[src/rtl/alu_encoder.sv]
// alu_encoder: turns an ALU request (operation, instruction class, register
// indices, immediate) into an RV32I instruction word, buffered in a 2-entry
// FIFO with valid/ready handshakes on both sides. Illegal requests are
// accepted, dropped, and flagged with a one-cycle err pulse.
// Optional feature macro: ALU_ENC_ERR_CNT_EN adds the saturating 8-bit
// err_count output.

`ifndef ALU_CTL_WIDTH
`define ALU_CTL_WIDTH 4
`endif
`ifndef ALU_ADD
`define ALU_ADD   4'd0
`define ALU_SUB   4'd1
`define ALU_SLL   4'd2
`define ALU_SLT   4'd3
`define ALU_SLTU  4'd4
`define ALU_XOR   4'd5
`define ALU_SRL   4'd6
`define ALU_SRA   4'd7
`define ALU_OR    4'd8
`define ALU_AND   4'd9
`define ALU_SEQ   4'd10
`define ALU_SNE   4'd11
`define ALU_SGE   4'd12
`define ALU_SGEU  4'd13
`define ALU_AUIPC 4'd14
`endif
`ifndef RV32_OP
`define RV32_OP     7'b0110011
`define RV32_OP_IMM 7'b0010011
`define RV32_BRANCH 7'b1100011
`endif

module alu_encoder (
  input  logic                      clk,
  input  logic                      rst,
  input  logic                      in_valid,
  output logic                      in_ready,
  input  logic [`ALU_CTL_WIDTH-1:0] ctl,
  input  logic [1:0]                mode,
  input  logic [4:0]                rd,
  input  logic [4:0]                rs1,
  input  logic [4:0]                rs2,
  input  logic [12:0]               imm,
  output logic                      out_valid,
  input  logic                      out_ready,
  output logic [31:0]               out_instr,
  output logic                      err
`ifdef ALU_ENC_ERR_CNT_EN
  ,
  output logic [7:0]                err_count
`endif
);

  localparam logic [1:0] MODE_OP     = 2'b00;
  localparam logic [1:0] MODE_OP_IMM = 2'b01;
  localparam logic [1:0] MODE_BRANCH = 2'b10;

  logic [31:0] r_mem [2];
  logic        r_wrPtr;
  logic        r_rdPtr;
  logic [1:0]  r_count;
  logic        r_err;

  logic [2:0]  w_aluF3;
  logic [6:0]  w_aluF7;
  logic        w_aluOk;
  logic        w_immOk;
  logic        w_isShift;
  logic [2:0]  w_brF3;
  logic        w_brOk;
  logic        w_legal;
  logic [31:0] w_word;
  logic        w_accept;
  logic        w_push;
  logic        w_pop;

  // Handshake flags depend only on registered occupancy, so there is no
  // combinational path from the request side to the output side.
  assign in_ready  = (r_count != 2'd2);
  assign out_valid = (r_count != 2'd0);
  assign out_instr = out_valid ? r_mem[r_rdPtr] : 32'd0;
  assign err       = r_err;

  assign w_accept = in_valid && in_ready;
  assign w_push   = w_accept && w_legal;
  assign w_pop    = out_valid && out_ready;

  // Decode the ALU operation into funct3/funct7 for the OP/OP_IMM classes
  // and into a branch funct3 for comparison operations.
  always_comb begin
    w_aluF3   = 3'b000;
    w_aluF7   = 7'b0000000;
    w_aluOk   = 1'b1;
    w_immOk   = 1'b1;
    w_isShift = 1'b0;
    w_brF3    = 3'b000;
    w_brOk    = 1'b0;
    case (ctl)
      `ALU_ADD:  w_aluF3 = 3'b000;
      `ALU_SUB: begin
        w_aluF3 = 3'b000;
        w_aluF7 = 7'b0100000;
        w_immOk = 1'b0;
      end
      `ALU_SLL: begin
        w_aluF3   = 3'b001;
        w_isShift = 1'b1;
      end
      `ALU_SLT: begin
        w_aluF3 = 3'b010;
        w_brF3  = 3'b100;
        w_brOk  = 1'b1;
      end
      `ALU_SLTU: begin
        w_aluF3 = 3'b011;
        w_brF3  = 3'b110;
        w_brOk  = 1'b1;
      end
      `ALU_XOR:  w_aluF3 = 3'b100;
      `ALU_SRL: begin
        w_aluF3   = 3'b101;
        w_isShift = 1'b1;
      end
      `ALU_SRA: begin
        w_aluF3   = 3'b101;
        w_aluF7   = 7'b0100000;
        w_isShift = 1'b1;
      end
      `ALU_OR:   w_aluF3 = 3'b110;
      `ALU_AND:  w_aluF3 = 3'b111;
      `ALU_SEQ: begin
        w_aluOk = 1'b0;
        w_brF3  = 3'b000;
        w_brOk  = 1'b1;
      end
      `ALU_SNE: begin
        w_aluOk = 1'b0;
        w_brF3  = 3'b001;
        w_brOk  = 1'b1;
      end
      `ALU_SGE: begin
        w_aluOk = 1'b0;
        w_brF3  = 3'b101;
        w_brOk  = 1'b1;
      end
      `ALU_SGEU: begin
        w_aluOk = 1'b0;
        w_brF3  = 3'b111;
        w_brOk  = 1'b1;
      end
      default:   w_aluOk = 1'b0;
    endcase
  end

  // Assemble the instruction word for the selected class and decide legality.
  always_comb begin
    w_word  = 32'd0;
    w_legal = 1'b0;
    case (mode)
      MODE_OP: begin
        w_legal = w_aluOk;
        w_word  = {w_aluF7, rs2, rs1, w_aluF3, rd, `RV32_OP};
      end
      MODE_OP_IMM: begin
        w_legal = w_aluOk && w_immOk;
        if (w_isShift) begin
          w_word = {w_aluF7, imm[4:0], rs1, w_aluF3, rd, `RV32_OP_IMM};
        end else begin
          w_word = {imm[11:0], rs1, w_aluF3, rd, `RV32_OP_IMM};
        end
      end
      MODE_BRANCH: begin
        w_legal = w_brOk;
        w_word  = {imm[12], imm[10:5], rs2, rs1, w_brF3, imm[4:1], imm[11], `RV32_BRANCH};
      end
      default: begin
        w_legal = 1'b0;
        w_word  = 32'd0;
      end
    endcase
  end

  // FIFO storage; entries are only visible through out_instr while occupied.
  always_ff @(posedge clk) begin
    if (w_push) begin
      r_mem[r_wrPtr] <= w_word;
    end
  end

  // FIFO pointers and occupancy; a simultaneous push and pop leaves the count unchanged.
  always_ff @(posedge clk or posedge rst) begin
    if (rst) begin
      r_wrPtr <= 1'b0;
      r_rdPtr <= 1'b0;
      r_count <= 2'd0;
    end else begin
      if (w_push) begin
        r_wrPtr <= ~r_wrPtr;
      end
      if (w_pop) begin
        r_rdPtr <= ~r_rdPtr;
      end
      case ({w_push, w_pop})
        2'b10:   r_count <= r_count + 2'd1;
        2'b01:   r_count <= r_count - 2'd1;
        default: r_count <= r_count;
      endcase
    end
  end

  // One-cycle error pulse following acceptance of an illegal request.
  always_ff @(posedge clk or posedge rst) begin
    if (rst) begin
      r_err <= 1'b0;
    end else begin
      r_err <= w_accept && !w_legal;
    end
  end

`ifdef ALU_ENC_ERR_CNT_EN
  logic [7:0] r_errCount;

  assign err_count = r_errCount;

  // Saturating count of accepted illegal requests.
  always_ff @(posedge clk or posedge rst) begin
    if (rst) begin
      r_errCount <= 8'd0;
    end else if (w_accept && !w_legal && (r_errCount != 8'hFF)) begin
      r_errCount <= r_errCount + 8'd1;
    end
  end
`else
`endif

endmodule

[config.mk]
export PLATFORM = sky130hd
export DESIGN_NAME = alu_encoder
export DESIGN_NICKNAME = d
export VERILOG_FILES = /design/src/rtl/alu_encoder.sv
export SDC_FILE = /design/constraint.sdc
export NUM_CORES = 1
export LEC_CHECK = 0
export CAP_MARGIN = 30
export CORE_MARGIN = 2
export CORE_UTILIZATION = 25
export CTS_CLUSTER_DIAMETER = 30
export CTS_CLUSTER_SIZE = 8
export DETAILED_ROUTE_END_ITERATION = 8
export PLACE_DENSITY = 0.53
export SYNTH_ARGS = -nofsm -noshare
export SYNTH_HDL_FRONTEND = slang
export SYNTH_SLANG_ARGS = --single-unit
[constraint.sdc]
create_clock -name clk -period 5 [get_ports clk]
set_input_delay 0.75 -clock clk [delete_from_list [all_inputs] [get_ports clk]]
set_output_delay 0.75 -clock clk [all_outputs]
set_load 0.03 [all_outputs]
final_congestion.png
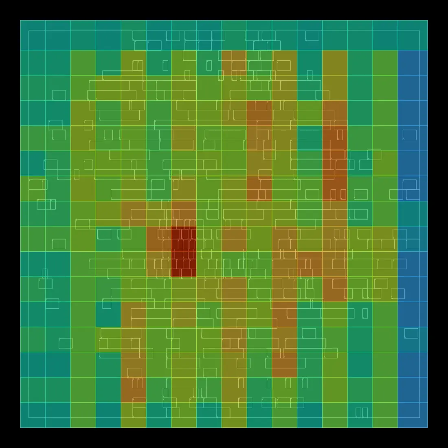
global routing usage on met2: 0.181
core occupancy in the finished layout: 0.351
busiest grt layer: met2
DR WL/cell: 15.1 µm

registers.png
The bar under the picture is 20 µm long. Other sequential cells in the stronger grey, the rest of the logic in the fainter grey.
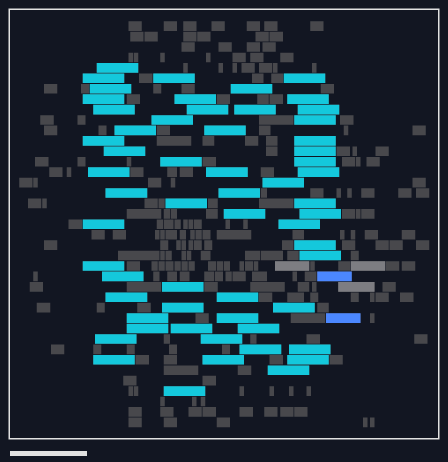
- cyan: r_mem (sequential cells 58)
- blue: r_count (sequential cells 2)
- not coloured: 3

metal_stack.png
Only two layers are drawn.
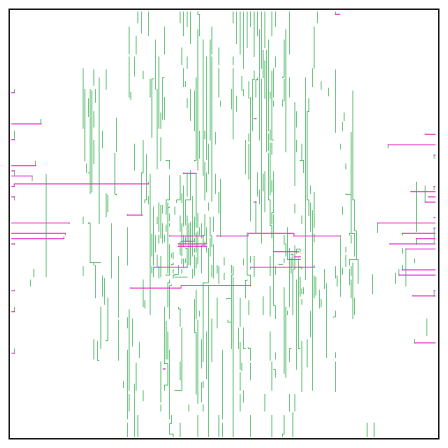
- green: met2 (wire length 3240 µm)
- magenta: met3 (wire length 344 µm)

port_nets.png
The bar under the picture is 20 µm long.
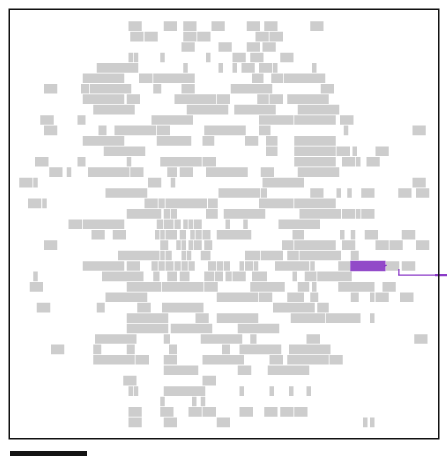
- purple: err (bits 1; direction output; edge right; end cells 1; wire 11.8 µm)

met1.png
The bar under the picture is 20 µm long. Supply wires on this layer in grey.
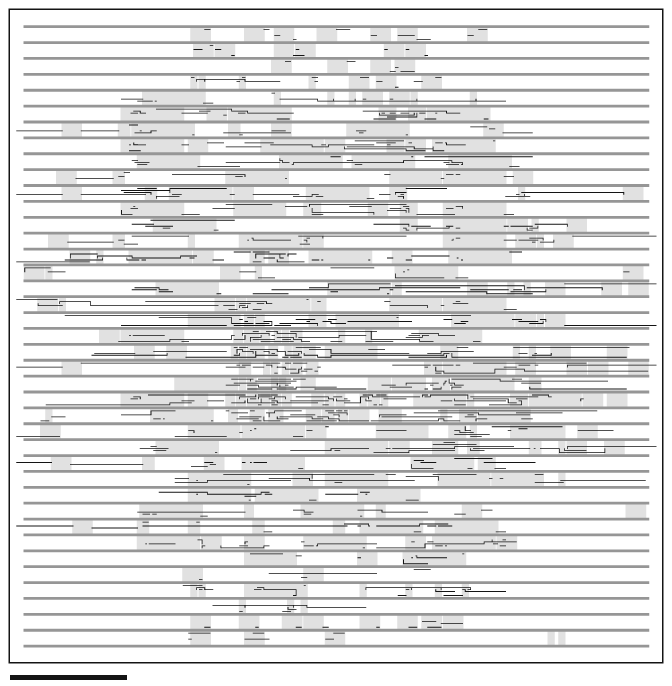
- share of all routed wire: 44%
- main direction: horizontal

==> flow report <==
========================================================================================
CTS tree                                                                             yes
Number of non-clock buffers                                                           71
Number of clock-tree buffers in the layout                                             9
Rows                                                                                  39
Final RePlAce weighted congestion                                                  0.828
Startpoint of the worst hold path                                           r_count[1]$_DFFE_PP0P_
Post-DR vias/cell                                                                   4.41
Signed area change from the synthesized netlist to the final layout                37.6%
I/O pin count                                                                         73
Total via count in the routed design                                                1936
Setup repair after global routing missed its margin                                   no
Detailed-route DRC error count                                                         0
Worst hold path stage count                                                            1
Launching element type of the critical path                                 primary input
Leading power group                                                         combinational logic
Clk latency late pin                                                              320 ps
IR Drop Worst-Case VDD                                                        0.000301 V
Netlist Area Pre-Place                                                       0.00290 mm²
Maximum number of pins on one net before global-route repair                          31
Worst-path clk slew                                                                50 ps
Setup Buffers After CTS                                                                0
CTS Hold Bufs                                                                          0
Number of warnings reported in the yosys synthesis log                                 0
Sequential cell area                                                         0.00187 mm²
Share of flip-flops with an asynchronous set or reset                             0.0794
Cell resize tally after clock tree synthesis                                           0
Result of the run                                                              completed
Relative area of clock buffers and inverters in the final design                  0.0697
Number of global-route vias before repair                                           2030
# Cells Yosys                                                                        224
Power of the sequential group                                                     753 µW
Proportion of power drawn by the clock network                                     0.257
Gr usage total                                                                     0.114
Number of search-and-repair iterations in the first detailed-routing pass              6
Leak Pwr                                                                      0.00148 µW
Sequential group share of total power                                              0.335
Fin. Hold Viols                                                                        0
CTS sink count                                                                        63
Worst-case headroom to the max-slew limit                                          0.369
========================================================================================
## critical path, delay by kind of cell
| family | cells | cell delay [ps] |
|---|---|---|
| AOI/OAI and AO/OA | 1 | 80 |
| buffers and inverters | 2 | 950 |
| and+or+nand+nor | 3 | 1420 |
## layer usage
metal | part of all wire | up-vias | global-route usage
met5 | 0 | - | 0
met4 | 0.018 | 0 | 0.0642
met3 | 0.052 | 8 | 0.0321
met2 | 0.49 | 65 | 0.181
met1 | 0.44 | 917 | 0.139
li1 | - | 946 | -
## stage by stage
stage,cells,power [µW],setup slack [ps],hold WS (ps),util
2_1_floorplan,225,1320,1690,464,-
3_3_place_gp,424,1690,1460,503,0.326
3_5_place_dp,424,1700,1350,512,0.326
4_1_cts,439,2280,1700,520,0.351
5_1_grt,439,2360,1500,551,0.351
6_report,439,2240,1720,515,0.351
## cell families (layout without fill, tap and decap cells)
family | count (synthesis) | in the layout | synth area share
AND/OR/NAND/NOR | 69 | 69 | 0.110
flip-flops | 63 | 63 | 0.644
AND-OR/OR-AND | 32 | 32 | 0.0764
multiplexers | 29 | 29 | 0.100
buffers and inverters | 23 | 94 | 0.0432
XOR/XNOR | 6 | 6 | 0.0207
adder cells (fa/ha/maj) | 1 | 1 | 0.00432
other | 1 | 2 | 0.00129
## registers in the layout, indices dropped and copies added (netlist names)
| signal | count |
|---|---|
| r_wrPtr | 1 |
| err | 1 |
| r_mem | 58 |
| r_count | 2 |
| r_rdPtr | 1 |
## worst max-delay path by stage
stage	to	depth (start not counted)
after global routing	r_mem[0][15]$_DFFE_PP_	6
after floorplan	r_mem[0][10]$_DFFE_PP_	7
after CTS	r_mem[0][15]$_DFFE_PP_	6
final	r_mem[0][15]$_DFFE_PP_	6
after global placement	r_mem[1][28]$_DFFE_PP_	6
after detailed placement	r_mem[0][28]$_DFFE_PP_	6
Power is estimated from default activity; no workload was simulated.
